$ cat config.mk
export PLATFORM = sky130hd
export DESIGN_NAME = pipe_hazard_scoreboard
export DESIGN_NICKNAME = d
export VERILOG_FILES = /design/src/rtl/pipe_hazard_scoreboard.sv
export SDC_FILE = /design/constraint.sdc
export NUM_CORES = 1
export LEC_CHECK = 0
export ABC_AREA = 1
export CORE_MARGIN = 1
export CORE_UTILIZATION = 34
export CTS_CLUSTER_SIZE = 25
export DETAILED_ROUTE_END_ITERATION = 8
export PLACE_DENSITY = 0.77
export SYNTH_ARGS = -nofsm -noshare
export SYNTH_HDL_FRONTEND = slang
export SYNTH_SLANG_ARGS = --single-unit
$ cat constraint.sdc
create_clock -name clk -period 1.7 [get_ports clk]
set_input_delay 0.51 -clock clk [delete_from_list [all_inputs] [get_ports clk]]
set_output_delay 0.51 -clock clk [all_outputs]
set_load 0.02 [all_outputs]
$ cat src/rtl/pipe_hazard_scoreboard.sv
// pipe_hazard_scoreboard
//   Tracks the destination register of every instruction in the DEPTH stages
//   after decode. From that record it forms the decode stall, the IF/ID flush
//   and the forwarding selects for both source operands.
//   Optional feature macro: SCB_PERF_CNT_EN adds saturating stall/flush
//   counters. Without it both counter ports read as zero.
module pipe_hazard_scoreboard #(
    parameter int DEPTH   = 3,
    parameter int RDY_ALU = 2,
    parameter int RDY_LD  = 3,
    parameter int RA_W    = 5,
    localparam int SEL_W  = $clog2(DEPTH + 1)
) (
    input  logic              clk,
    input  logic              rst,
    input  logic              id_valid,
    input  logic [RA_W-1:0]   id_rs,
    input  logic [RA_W-1:0]   id_rt,
    input  logic              id_rs_used,
    input  logic              id_rt_used,
    input  logic [RA_W-1:0]   id_rd,
    input  logic              id_reg_write,
    input  logic              id_mem_read,
    input  logic              redirect,
    output logic              stall,
    output logic              pc_ld,
    output logic              if_id_write,
    output logic              flush,
    output logic [SEL_W-1:0]  fwd_rs_sel,
    output logic [SEL_W-1:0]  fwd_rt_sel,
    output logic [31:0]       stall_cnt,
    output logic [31:0]       flush_cnt
);

    // Index k of each array is pipeline stage k (1 = EX, DEPTH = WB).
    logic            ent_valid [1:DEPTH];
    logic [RA_W-1:0] ent_rd    [1:DEPTH];
    logic            ent_rw    [1:DEPTH];
    logic            ent_ld    [1:DEPTH];

    // Result of a source lookup: MSB = not-yet-ready hazard, LSBs = select.
    logic [SEL_W:0]  rs_res;
    logic [SEL_W:0]  rt_res;

    // Scans stages oldest to youngest, so the last hit kept is the youngest.
    function automatic logic [SEL_W:0] resolve(input logic [RA_W-1:0] src,
                                               input logic            used);
        logic [SEL_W:0] res;
        res = '0;
        if (used && src != '0) begin
            for (int k = DEPTH; k >= 1; k--) begin
                if (ent_valid[k] && ent_rw[k] && ent_rd[k] == src) begin
                    if (k >= (ent_ld[k] ? RDY_LD : RDY_ALU))
                        res = {1'b0, SEL_W'(k)};
                    else
                        res = {1'b1, {SEL_W{1'b0}}};
                end
            end
        end
        return res;
    endfunction

    // Zero-latency hazard detection from the current entries and decode slot.
    always_comb begin
        // NOTE: every always_comb output gets a value on every path; a missing
        // default here would silently infer a latch.
        rs_res = resolve(id_rs, id_rs_used);
        rt_res = resolve(id_rt, id_rt_used);
    end

    assign stall       = id_valid & (rs_res[SEL_W] | rt_res[SEL_W]);
    assign pc_ld       = ~stall;
    assign if_id_write = ~stall;
    // A redirect under a stall is dropped; the held branch re-raises it later.
    assign flush       = redirect & ~stall;
    assign fwd_rs_sel  = rs_res[SEL_W-1:0];
    assign fwd_rt_sel  = rt_res[SEL_W-1:0];

    // Valid bits: shift down the pipe, bubble into stage 1 on a stall.
    always_ff @(posedge clk) begin
        // NOTE: sequential state uses non-blocking assignment so every stage
        // samples its neighbour's pre-edge value.
        if (rst) begin
            for (int k = 1; k <= DEPTH; k++) ent_valid[k] <= 1'b0;
        end else begin
            for (int k = DEPTH; k >= 2; k--) ent_valid[k] <= ent_valid[k-1];
            ent_valid[1] <= id_valid & ~stall;
        end
    end

    // Payload fields: shift every cycle and are only looked at when valid.
    always_ff @(posedge clk) begin
        // NOTE: payload is deliberately not reset; the cleared valid bits
        // already make stale contents invisible.
        for (int k = DEPTH; k >= 2; k--) begin
            ent_rd[k] <= ent_rd[k-1];
            ent_rw[k] <= ent_rw[k-1];
            ent_ld[k] <= ent_ld[k-1];
        end
        ent_rd[1] <= id_rd;
        ent_rw[1] <= id_reg_write;
        ent_ld[1] <= id_mem_read;
    end

`ifdef SCB_PERF_CNT_EN
    logic [31:0] stall_cnt_q;
    logic [31:0] flush_cnt_q;

    // Saturating event counters; reset wins over counting.
    always_ff @(posedge clk) begin
        if (rst) begin
            stall_cnt_q <= '0;
            flush_cnt_q <= '0;
        end else begin
            if (stall && stall_cnt_q != '1) stall_cnt_q <= stall_cnt_q + 32'd1;
            if (flush && flush_cnt_q != '1) flush_cnt_q <= flush_cnt_q + 32'd1;
        end
    end

    assign stall_cnt = stall_cnt_q;
    assign flush_cnt = flush_cnt_q;
`else
    assign stall_cnt = '0;
    assign flush_cnt = '0;
`endif

endmodule

==> results.tsv <==
metric	value	unit
P_seq	0.000593	W
Initial Util	35.8	%
maximum VDD drop	440	µV
Nets	299	
fin cells	327	
crit path cell chain	inv_1 > nand2_1 > nand2_2 > nor3_4 > nand3_2 > nand2_2 > nand2_2 > nand2_4 > nand2_4 > inv_2 > buf_6	
hpwl dp	2460	µm
yosys stat area	1580	µm²
Rows	24	
post-CTS setup buffer count	5	
Clock Sinks	23	
first-pass GRT wire length	4990	µm
critical path data arrival time	1.60	ns
Critical Path End Type	output pin	
area grow syn2layout	33.8	%
hold_buf cts	0	
status	finished with violations	
final worst slack	-0.408	ns
setup violators final	8	
vias in the first global route	1176	
Post-synth regs	23	
Post-route DRC	0	
stage-log warning count	29	
GRT Residual Overflow	0	
post-synth top area cell	buf_4	
ANT nets after route	0	
failing checks	setup timing	
crit path capture	stall	
pwr/cell area	620	nW/µm²
worst flop-to-flop path endpoint	ent_valid[0][1]$_SDFF_PP0_	
cells after synthesis	223	
most common logic cells in the final layout	conb_1, nand2_1, buf_4	
cycle use final	124	%
Ys Warns	0	
Final min period	2.11	ns
Top cell excl fill/tap	conb_1	
CORE AREA	4410	µm²
==> sequential cells by signal (all words and copies together), names as in the netlist <==
name and count:
ent_valid 3, ent_rd 15, ent_ld 2, ent_rw 3
==> area by class of cell <==
class / count / area share (%)
multi-input cells: 174 / 44.8
flip-flops and latches: 23 / 22.5
repair buffers: 50 / 21.1
inverters: 24 / 6.40
well taps: 52 / 3.08
clock buffers: 4 / 2.13
==> routing by layer <==
metal | wire length [µm] | global-route usage, %
met5 | 0 | 0
met3 | 221 | 1.44
met2 | 1710 | 23.6
met4 | 54 | 4.67
met1 | 1220 | 14.4
==> kinds of logic after synthesis <==
logic type      Yosys count  share of synthesized area, %
simple gates             88                          23.8
other cells               1                         0.237
buf+inv                  89                          36.6
flops                    23                          29.2
compound gates           14                          5.78
xor+xnor                  8                          4.44
==> cell usage after synthesis <==
master / n
nor3_1: 5
dfxtp_1: 23
inv_2: 9
o211ai_1: 1
nor3b_1: 1
o21bai_1: 1
nand3_1: 7
o31ai_1: 1
nand2_1: 44
or2_2: 1
nand4_1: 2
nor2_2: 1
conb_1: 1
a21oi_2: 1
nor2_1: 22
xor2_1: 8
o31ai_2: 1
buf_4: 65
o21ai_0: 3
a211oi_1: 1
nand3_2: 1
o21ai_1: 1
a21oi_1: 4
inv_1: 15
or2_1: 1
nand2_2: 3
==> stage by stage <==
stage          instance area (µm²)  power [W]  hold slack [ns]  utilization [%]  setup slack [ns]
6_report                      2110    0.00131            0.333             47.8            -0.408
5_1_grt                       2110    0.00137            0.351             47.8            -0.490
4_1_cts                       2030    0.00129            0.336             46.1            -0.446
3_5_place_dp                  1910   0.000939            0.318             43.4             -1.38
3_3_place_gp                  1910   0.000936            0.316             43.4             -1.37
2_1_floorplan                 1940   0.000929            0.310                -            -0.156
Figure 1. Ports around the boundary.
Bar = 20 µm. Pins as bars across the die edge, other pins in grey.
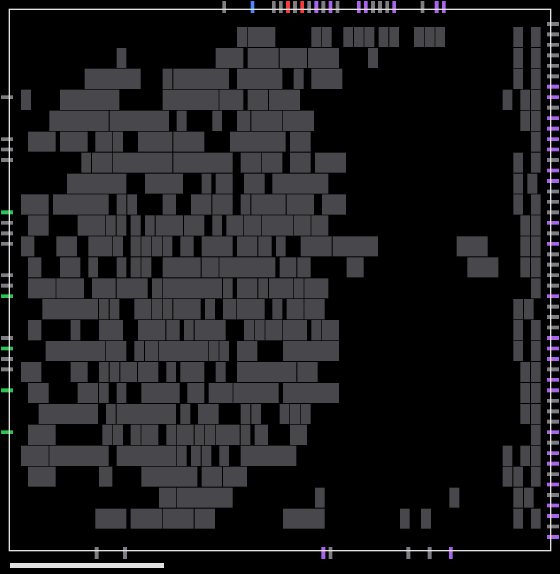
port	colour	pins	direction	edge
`fwd_rs_sel`	red	2	output	north
`id_rd`	green	5	input	west
`stall_cnt`	purple	32	output	23 east, 7 north, 2 south
`id_rs_used`	blue	1	input	north
height of the die: 70.2 µm
die width: 70.2 µm
port bufs: 30

Figure 2. Wiring heat map.
Bar = 20 µm. 14 x 14 tiles, from dark blue (low) to red (high), scaled to the fullest tile. Values are wire area over tile area, all layers added.
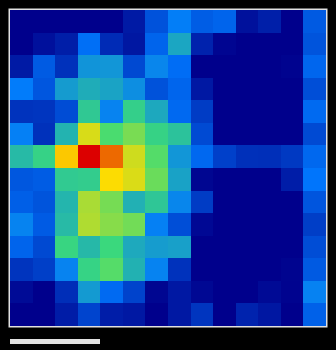
fullest tile	0.56
mean over tiles	0.11
nearly empty tiles	32%
tiles over half the peak	8.7%
Tot GR Track Use: 12.6%
total length of routed wires: 3210 µm
vias: 1346
average wire per standard cell: 9.80 µm

Figure 3. Metal 1.
Bar = 20 µm.
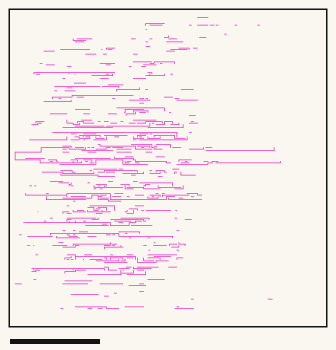
longest straight run	27.6 µm
wire length on this layer	1220 µm
nets with wire on the layer	212
main direction	horizontal
share of all routed wire	38%
met1 usage: 14.4%

Power and IR drop assume default switching activity.
